run_1/cell_classes.png
The bar under the picture is 20 µm long.
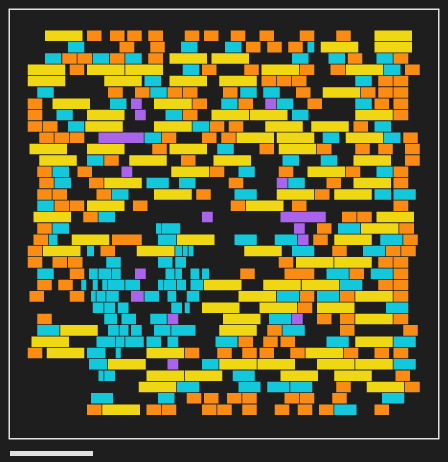
run_1/registers.png
The bar under the picture is 20 µm long. Other sequential cells in the stronger gray, the rest of the logic in the fainter gray.
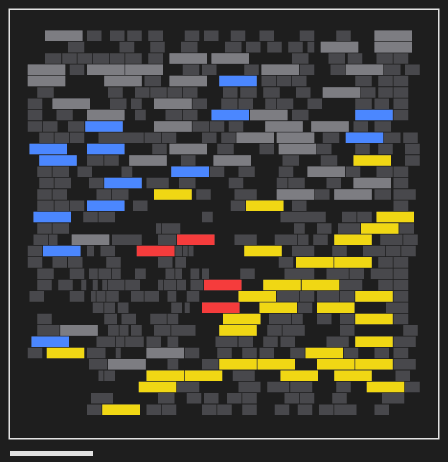
run_1/final_congestion.png
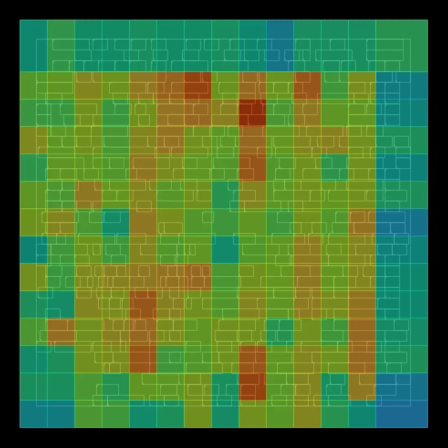
File: config.mk
export PLATFORM = sky130hd
export DESIGN_NAME = wb_csr_bridge
export DESIGN_NICKNAME = d
export VERILOG_FILES = /design/src/rtl/wb_csr_bridge.sv
export SDC_FILE = /design/constraint.sdc
export NUM_CORES = 1
export LEC_CHECK = 0
export CORE_MARGIN = 4
export CORE_UTILIZATION = 41
export CTS_BUF_LIST = sky130_fd_sc_hd__clkbuf_4
export DETAILED_ROUTE_END_ITERATION = 8
export PLACE_DENSITY_LB_ADDON = 0.1
export SLEW_MARGIN = 20
export SYNTH_ARGS = -nofsm -noshare
export SYNTH_HDL_FRONTEND = slang
export SYNTH_SLANG_ARGS = --single-unit
File: constraint.sdc
create_clock -name sys_clk -period 3 [get_ports sys_clk]
set_input_delay 0.45 -clock sys_clk [delete_from_list [all_inputs] [get_ports sys_clk]]
set_output_delay 0.45 -clock sys_clk [all_outputs]
set_load 0.02 [all_outputs]
File: src/rtl/wb_csr_bridge.sv
// Wishbone classic slave bridging single transfers onto a synchronous CSR bus,
// with fixed read latency and abort when the master drops the cycle.
module wb_csr_bridge #(
  parameter int unsigned CSR_AW   = 14,
  parameter int unsigned READ_LAT = 1
) (
  input  logic              sys_clk,
  input  logic              sys_rst,
  input  logic [31:0]       wb_adr_i,
  input  logic [31:0]       wb_dat_i,
  output logic [31:0]       wb_dat_o,
  input  logic [3:0]        wb_sel_i,
  input  logic [2:0]        wb_cti_i,
  input  logic              wb_we_i,
  input  logic              wb_cyc_i,
  input  logic              wb_stb_i,
  output logic              wb_ack_o,
  output logic [CSR_AW-1:0] csr_a,
  output logic              csr_we,
  output logic [31:0]       csr_do,
  input  logic [31:0]       csr_di
);

  typedef enum logic [1:0] {StIdle, StWrite, StRdWait, StAck} state_e;

  state_e              state_q, state_d;
  logic [3:0]          cnt_q, cnt_d;
  logic                ack_q, ack_d;
  logic                we_q, we_d;
  logic [31:0]         rdat_q, rdat_d;
  logic [31:0]         wdat_q, wdat_d;
  logic [CSR_AW-1:0]   adr_q, adr_d;

  // Cycle type and the byte-offset / out-of-window address bits carry no meaning here.
  logic unused_inputs;
  assign unused_inputs = ^{wb_cti_i, wb_adr_i[31:CSR_AW+2], wb_adr_i[1:0]};

  always_comb begin
    state_d = state_q;
    cnt_d   = cnt_q;
    ack_d   = 1'b0;
    we_d    = 1'b0;
    rdat_d  = rdat_q;
    wdat_d  = wdat_q;
    adr_d   = adr_q;
    unique case (state_q)
      StIdle: begin
        if (wb_cyc_i && wb_stb_i) begin
          adr_d  = wb_adr_i[CSR_AW+1:2];
          wdat_d = wb_dat_i;
          if (wb_we_i) begin
            we_d    = (wb_sel_i == 4'hF);
            state_d = StWrite;
          end else begin
            cnt_d   = 4'(READ_LAT);
            state_d = StRdWait;
          end
        end
      end
      StWrite: begin
        if (!wb_cyc_i) begin
          state_d = StIdle;
        end else begin
          ack_d   = 1'b1;
          state_d = StAck;
        end
      end
      StRdWait: begin
        // csr_di is taken once csr_a has been stable for READ_LAT full cycles.
        if (!wb_cyc_i) begin
          state_d = StIdle;
        end else if (cnt_q == 4'd0) begin
          rdat_d  = csr_di;
          ack_d   = 1'b1;
          state_d = StAck;
        end else begin
          cnt_d = cnt_q - 4'd1;
        end
      end
      StAck: begin
        state_d = StIdle;
      end
      default: begin
        state_d = StIdle;
      end
    endcase
  end

  always_ff @(posedge sys_clk or posedge sys_rst) begin
    if (sys_rst) begin
      state_q <= StIdle;
      cnt_q   <= 4'd0;
      ack_q   <= 1'b0;
      we_q    <= 1'b0;
      rdat_q  <= 32'd0;
      wdat_q  <= 32'd0;
      adr_q   <= '0;
    end else begin
      state_q <= state_d;
      cnt_q   <= cnt_d;
      ack_q   <= ack_d;
      we_q    <= we_d;
      rdat_q  <= rdat_d;
      wdat_q  <= wdat_d;
      adr_q   <= adr_d;
    end
  end

  assign wb_ack_o = ack_q;
  assign wb_dat_o = rdat_q;
  assign csr_a    = adr_q;
  assign csr_we   = we_q;
  assign csr_do   = wdat_q;

endmodule
==> results.yml, run 1 <==
# flow metrics
die:
  chipArea_um2: 10560
  fp_util_pct: 42.21
  fp.dieW_um: 102.8
  ios: 188
  die_h_um: 102.8
synthesis:
  yosysSeqAreaShare_pct: 58.46
  synth_area_leader_cell: "dfrtp_1"
  yosys.area_share.aoi_pct: 4.011
  syn_nets: 345
  ys_sh_simple_pct: 4.759
  yosysMostFrequentCell: "dfrtp_1"
  fa_ha_area_share_pct: 2.039
  ys_warn_count: 0
  area_leaders: "dfrtp_1 (58%), mux2_2 (15%), mux2_4 (12%)"
  synth-edff-count: 0
  netlist.area_leader.share_pct: 58.46
  ff_type: "dfrtp_1"
  topCombFamilyByArea: "multiplexers"
  yosysCellCount: 231
  ys.flops: 86
  netlist_instances: 231
  synth-xor-area-share_pct: 0
  ys_area_um2: 3681
  yosysUniqueCellTypes: 38
setup_path:
  crit_type: "flip-flop to flip-flop"
  reg2reg_depth: 5
  cp.arrival_ps: 2470
  crit_path_start_kind: "flip-flop"
  r2r_start: "state_q[0]$_DFFE_PP0P_"
cts:
  cts_sinks: 86
  cts.path.max_buffers: 2
  cts_made_buffers: 9
  postCtsHoldBufs: 0
  postCtsResizedCells: 0
  cts_tree: "done"
  clkTransAtPathRegs_ps: 140
  insertion_delay_ps: 430
route:
  vias_per_cell: 4.896
  drt_iter0_drc: 41
  routed.top_layer: "met4"
  routed_wl_mm: 8.676
  postRouteAntennaNets: 0
  drc: 0
  dr.pass1.iters: 4
  num_vias: 2507
global_route:
  grt_pass1_vias: 2534
  use_met2_pct: 25.82
  grt_pass1_wl_mm: 12.80
  grt_usage_pct: 16.00
power_and_ir_drop:
  pwr-share-comb_pct: 53.2
  p_leak_nw: 2.476
  pwr-share-seq_pct: 34.2
  p_per_area_nw_per_um2: 1057
  internal-power_mw: 3.812
  ir_drop_v: 0.0006019
  clkPwrFrac_pct: 12.6
  switching_power_mw: 2.076
  switching_share_pct: 35.25
  p_total_mw: 5.888
worst_hold_path:
  holdCritPathClass: "input port to asynchronous set/reset pin"
timing:
  setup_slack_ps: 841.3
  final_hold_viol_count: 0
  period_needed_ps: 2159
  relSlewSlack_pct: 57.79
  hold_ws_ps: 296.0
  tightest_slew_ps: 633.1
  tns_ps: 0
  finalCritPeriodShare_pct: 71.96
  setup_viol: 0
place:
  placed_area_um2: 5414
  io_buffer_count: 166
  dp.cells: 497
  dp_slack_ps: 740.6
  routabilityCongestion: 0.7422
cells_and_area:
  final.fill_count: 685
  lay_top_cells: "clkdlybuf4s50_1 (166), dfrtp_1 (86), mux2_2 (48), mux2_4 (30), clkbuf_4 (10)"
  n_antenna_cell: 0
  nets: 514
  fin_area_um2: 5573
  drive_gt1_share_pct: 25.99
  mostFrequentLayoutCell: "clkdlybuf4s50_1"
  area_growth_syn_to_layout_pct: 51.39
flow_run:
  drv_cap: 0
run_status:
  status: "completed"
## Picture notes: cell_classes.png
color	class	cells	share of their area
orange	other buffers and delay cells	168	31%
cyan	all other logic	135	26%
yellow	flip-flops	86	40%
purple	clock drivers and dummy loads	15	2.9%
Seq area share: 38.62%
core area: 8721 µm²
row count: 34

## Picture notes: registers.png
color	netlist name	placed flops
yellow	wb_dat_o	32
blue	csr_a	14
red	cnt_q	4
not colored	36
register area: 2152 µm²
fin util: 63.90%

## Picture notes: final_congestion.png
GR met1 Demand/Resource: 19.90%
gr busiest metal: met2

run 1: cell type report:
type	instances	area (µm²)	area share [%]
clock inverter	5	83.83	1.504
timing repair buffer	168	1702	30.53
clock buffer	10	75.07	1.347
sequential	86	2152	38.62
inverter	8	31.28	0.5613
multi-input combinational	127	1394	25.01
tap	108	135.1	2.425
run 1: logic make-up (layout without fill, tap and decap cells):
kind of cell               after synthesis  after routing
DFF                                     86             86
muxes                                   78             78
AOI/OAI and AO/OA                       18             18
adders and majority gates                6              6
buffers and inverters                   18            191
and+or+nand+nor                         25             25
run 1: worst max-delay path, cell delays in order (launching register included):
cell and delay [ps]:
dfrtp_1 430, inv_1 110, ha_1 380, and4bb_4 320
nand2_4 340, mux2_4 440
run 1: power groups by stage:
stage                     Sequential, mW  Clock [mW]  Combinational, mW
after CTS                           2.02       0.772               3.18
after global routing                2.08       0.817               3.32
final                               2.01       0.741               3.13
after detailed placement            2.05           0               3.16
after floorplan                     2.69           0               1.10
after global placement              2.01           0               3.13
run 1: worst max-delay path by stage:
stage,cells past startpoint,from,end,slack (ps)
5_1_grt,5,state_q[0]$_DFFE_PP0P_,wb_dat_o[4]$_DFFE_PP0P_,770
3_3_place_gp,3,wb_cyc_i,wb_dat_o[16]$_DFFE_PP0P_,770
3_5_place_dp,3,wb_cyc_i,wb_dat_o[22]$_DFFE_PP0P_,740
4_1_cts,5,state_q[0]$_DFFE_PP0P_,wb_dat_o[4]$_DFFE_PP0P_,850
6_report,5,state_q[0]$_DFFE_PP0P_,wb_dat_o[4]$_DFFE_PP0P_,840
2_1_floorplan,1,sys_rst,cnt_q[0]$_DFFE_PP0P_,330
run 1: sequential cells by signal, indices dropped and copies added (netlist names):
register / flops
state_q: 2
wb_dat_o: 32
wb_ack_o: 1
cnt_q: 4
csr_a: 14
csr_we: 1
csr_do: 32
--- run 2 (diff from run 1) ---
--- a/config.mk
+++ b/config.mk
@@ -6,7 +6,7 @@
 export NUM_CORES = 1
 export LEC_CHECK = 0
 export CORE_MARGIN = 4
-export CORE_UTILIZATION = 41
+export CORE_UTILIZATION = 37
 export CTS_BUF_LIST = sky130_fd_sc_hd__clkbuf_4
 export DETAILED_ROUTE_END_ITERATION = 8
 export PLACE_DENSITY_LB_ADDON = 0.1
==> constraint.sdc (replaced) <==
create_clock -name sys_clk -period 1.9 [get_ports sys_clk]
set_input_delay 0.285 -clock sys_clk [delete_from_list [all_inputs] [get_ports sys_clk]]
set_output_delay 0.285 -clock sys_clk [all_outputs]
set_load 0.02 [all_outputs]
run_2/final_congestion.png
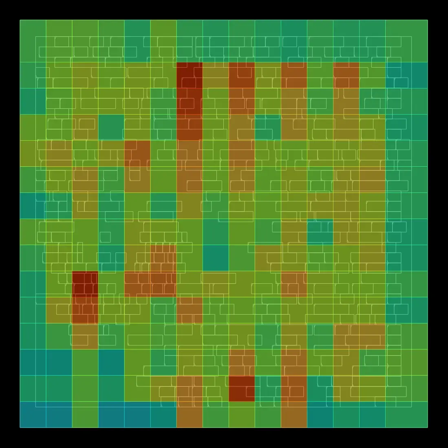
GRT Util Overall: 15.54%
Global Route met2 Usage: 24.07%
DR WL/cell: 16.01 µm
fin util: 58.40%
GR met1 Demand/Resource: 21.19%

==> results.yml, run 2 <==
# flow metrics
die:
  core-area_um2: 9729
  die_h_um: 107.7
  fp.dieW_um: 107.7
  fp_util_pct: 37.83
  rows: 36
  ios: 188
  chipArea_um2: 11610
cts:
  postCtsResizedCells: 0
  cts.path.max_buffers: 2
  cts_sinks: 86
  clkTransAtPathRegs_ps: 150
  insertion_delay_ps: 420
  cts_tree: "done"
  postCtsHoldBufs: 0
  cts_made_buffers: 9
cells_and_area:
  comb_area_um2: 1400
  drive_gt1_share_pct: 27.95
  final.fill_count: 819
  nets: 524
  regArea_um2: 2152
  n_antenna_cell: 0
  lay_top_cells: "clkdlybuf4s50_1 (166), dfrtp_1 (86), mux2_2 (48), mux2_4 (30)"
synthesis:
  ys_warn_count: 0
  netlist_instances: 231
  yosysCellCount: 231
  ys_sh_simple_pct: 4.759
  ys_area_um2: 3681
  yosys.area_share.aoi_pct: 4.011
  topCombFamilyByArea: "multiplexers"
  yosysMostFrequentCell: "dfrtp_1"
  synth_area_leader_cell: "dfrtp_1"
  ys.flops: 86
  syn_nets: 345
  fa_ha_area_share_pct: 2.039
  area_leaders: "dfrtp_1 (58%), mux2_2 (15%), mux2_4 (12%)"
  ff_type: "dfrtp_1"
  synth-xor-area-share_pct: 0
  synth-edff-count: 0
  yosysSeqAreaShare_pct: 58.46
  netlist.area_leader.share_pct: 58.46
timing:
  final_hold_viol_count: 0
  period_needed_ps: 1751
  finalCritPeriodShare_pct: 92.14
  setup_viol: 0
  relSlewSlack_pct: 69.82
  tightest_slew_ps: 452.6
power_and_ir_drop:
  clkPwrFrac_pct: 11.3
  pwr-share-comb_pct: 54.6
  p_per_area_nw_per_um2: 1634
  pwr-share-seq_pct: 34.0
  switching_share_pct: 35.81
  ir_drop_v: 0.0007144
  internal-power_mw: 5.959
  switching_power_mw: 3.325
route:
  routed_wl_mm: 8.775
  postRouteAntennaNets: 0
  dr.pass1.iters: 4
  vias_per_cell: 4.717
  num_vias: 2585
  drc: 0
setup_path:
  cp.arrival_ps: 2060
  path_cells: "inv_1 > ha_1 > and4bb_4 > nand2_4 > buf_4 > mux2_2"
  reg2reg_depth: 6
  crit_path_start_kind: "flip-flop"
  crit_path_top_delay_cell: "dfrtp_1"
  crit_type: "flip-flop to flip-flop"
  crit_buf_inv: 2
  r2r_start: "state_q[0]$_DFFE_PP0P_"
global_route:
  busiest_layer: "met2"
  grt_pass1_vias: 2717
  grt_pass1_wl_mm: 14.07
flow_run:
  tool_warnings: 51
  drv_cap: 0
place:
  dp.cells: 532
  routabilityCongestion: 0.7904
  io_buffer_count: 166
worst_hold_path:
  holdCritPathClass: "input port to asynchronous set/reset pin"
run_status:
  status: "completed"
run_2/gate_families.png
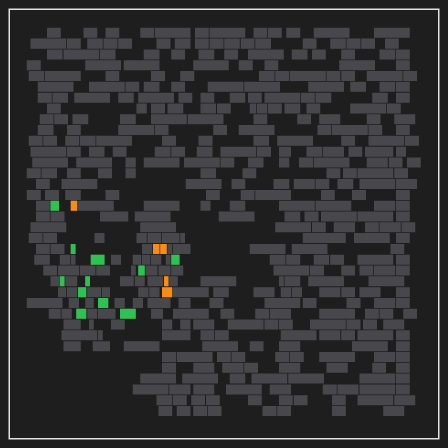
color	family	cells
orange	NOR gates	5
green	NAND gates	11
fin cells: 548
Top cell excl fill/tap: clkdlybuf4s50_1
Comb area share: 24.64%

[run 2: cell type report]
| cell class | instances | share of cell area, % |
|---|---|---|
| clock inverter | 7 | 1.277 |
| tap | 133 | 2.929 |
| multi-input combinational | 127 | 24.64 |
| clock buffer | 9 | 1.189 |
| sequential | 86 | 37.88 |
| timing repair buffer | 178 | 31.49 |
| inverter | 8 | 0.5946 |
[run 2: worst max path at each step]
stage | from | endpoint | depth (start not counted)
2_1_floorplan | state_q[0]$_DFFE_PP0P_ | wb_dat_o[0]$_DFFE_PP0P_ | 7
3_3_place_gp | wb_cyc_i | cnt_q[3]$_DFFE_PP0P_ | 4
3_5_place_dp | wb_cyc_i | cnt_q[3]$_DFFE_PP0P_ | 4
4_1_cts | cnt_q[1]$_DFFE_PP0P_ | state_q[0]$_DFFE_PP0P_ | 5
5_1_grt | wb_dat_o[17]$_DFFE_PP0P_ | wb_dat_o[17] | 1
6_report | state_q[0]$_DFFE_PP0P_ | wb_dat_o[29]$_DFFE_PP0P_ | 6
[run 2: per-stage QoR]
step	instance area (µm²)	util [%]	power (mW)	hold WS, ps	setup WS, ps
after floorplan	3685	-	5.983	412.3	230.9
after global placement	5535	56.89	8.210	486.4	60.25
after detailed placement	5535	56.89	8.297	491.8	61.00
after CTS	5675	58.33	9.387	323.5	84.11
after global routing	5682	58.40	9.874	337.8	71.50
final	5682	58.40	9.284	349.8	149.3
[run 2: power groups by stage]
stage / Clock [mW] / Sequential (mW) / Combinational [mW]
3_3_place_gp: 0 / 3.16 / 5.05
4_1_cts: 1.11 / 3.16 / 5.12
2_1_floorplan: 0 / 4.25 / 1.74
3_5_place_dp: 0 / 3.21 / 5.09
6_report: 1.05 / 3.16 / 5.07
5_1_grt: 1.19 / 3.29 / 5.39
Power and IR drop assume default switching activity.
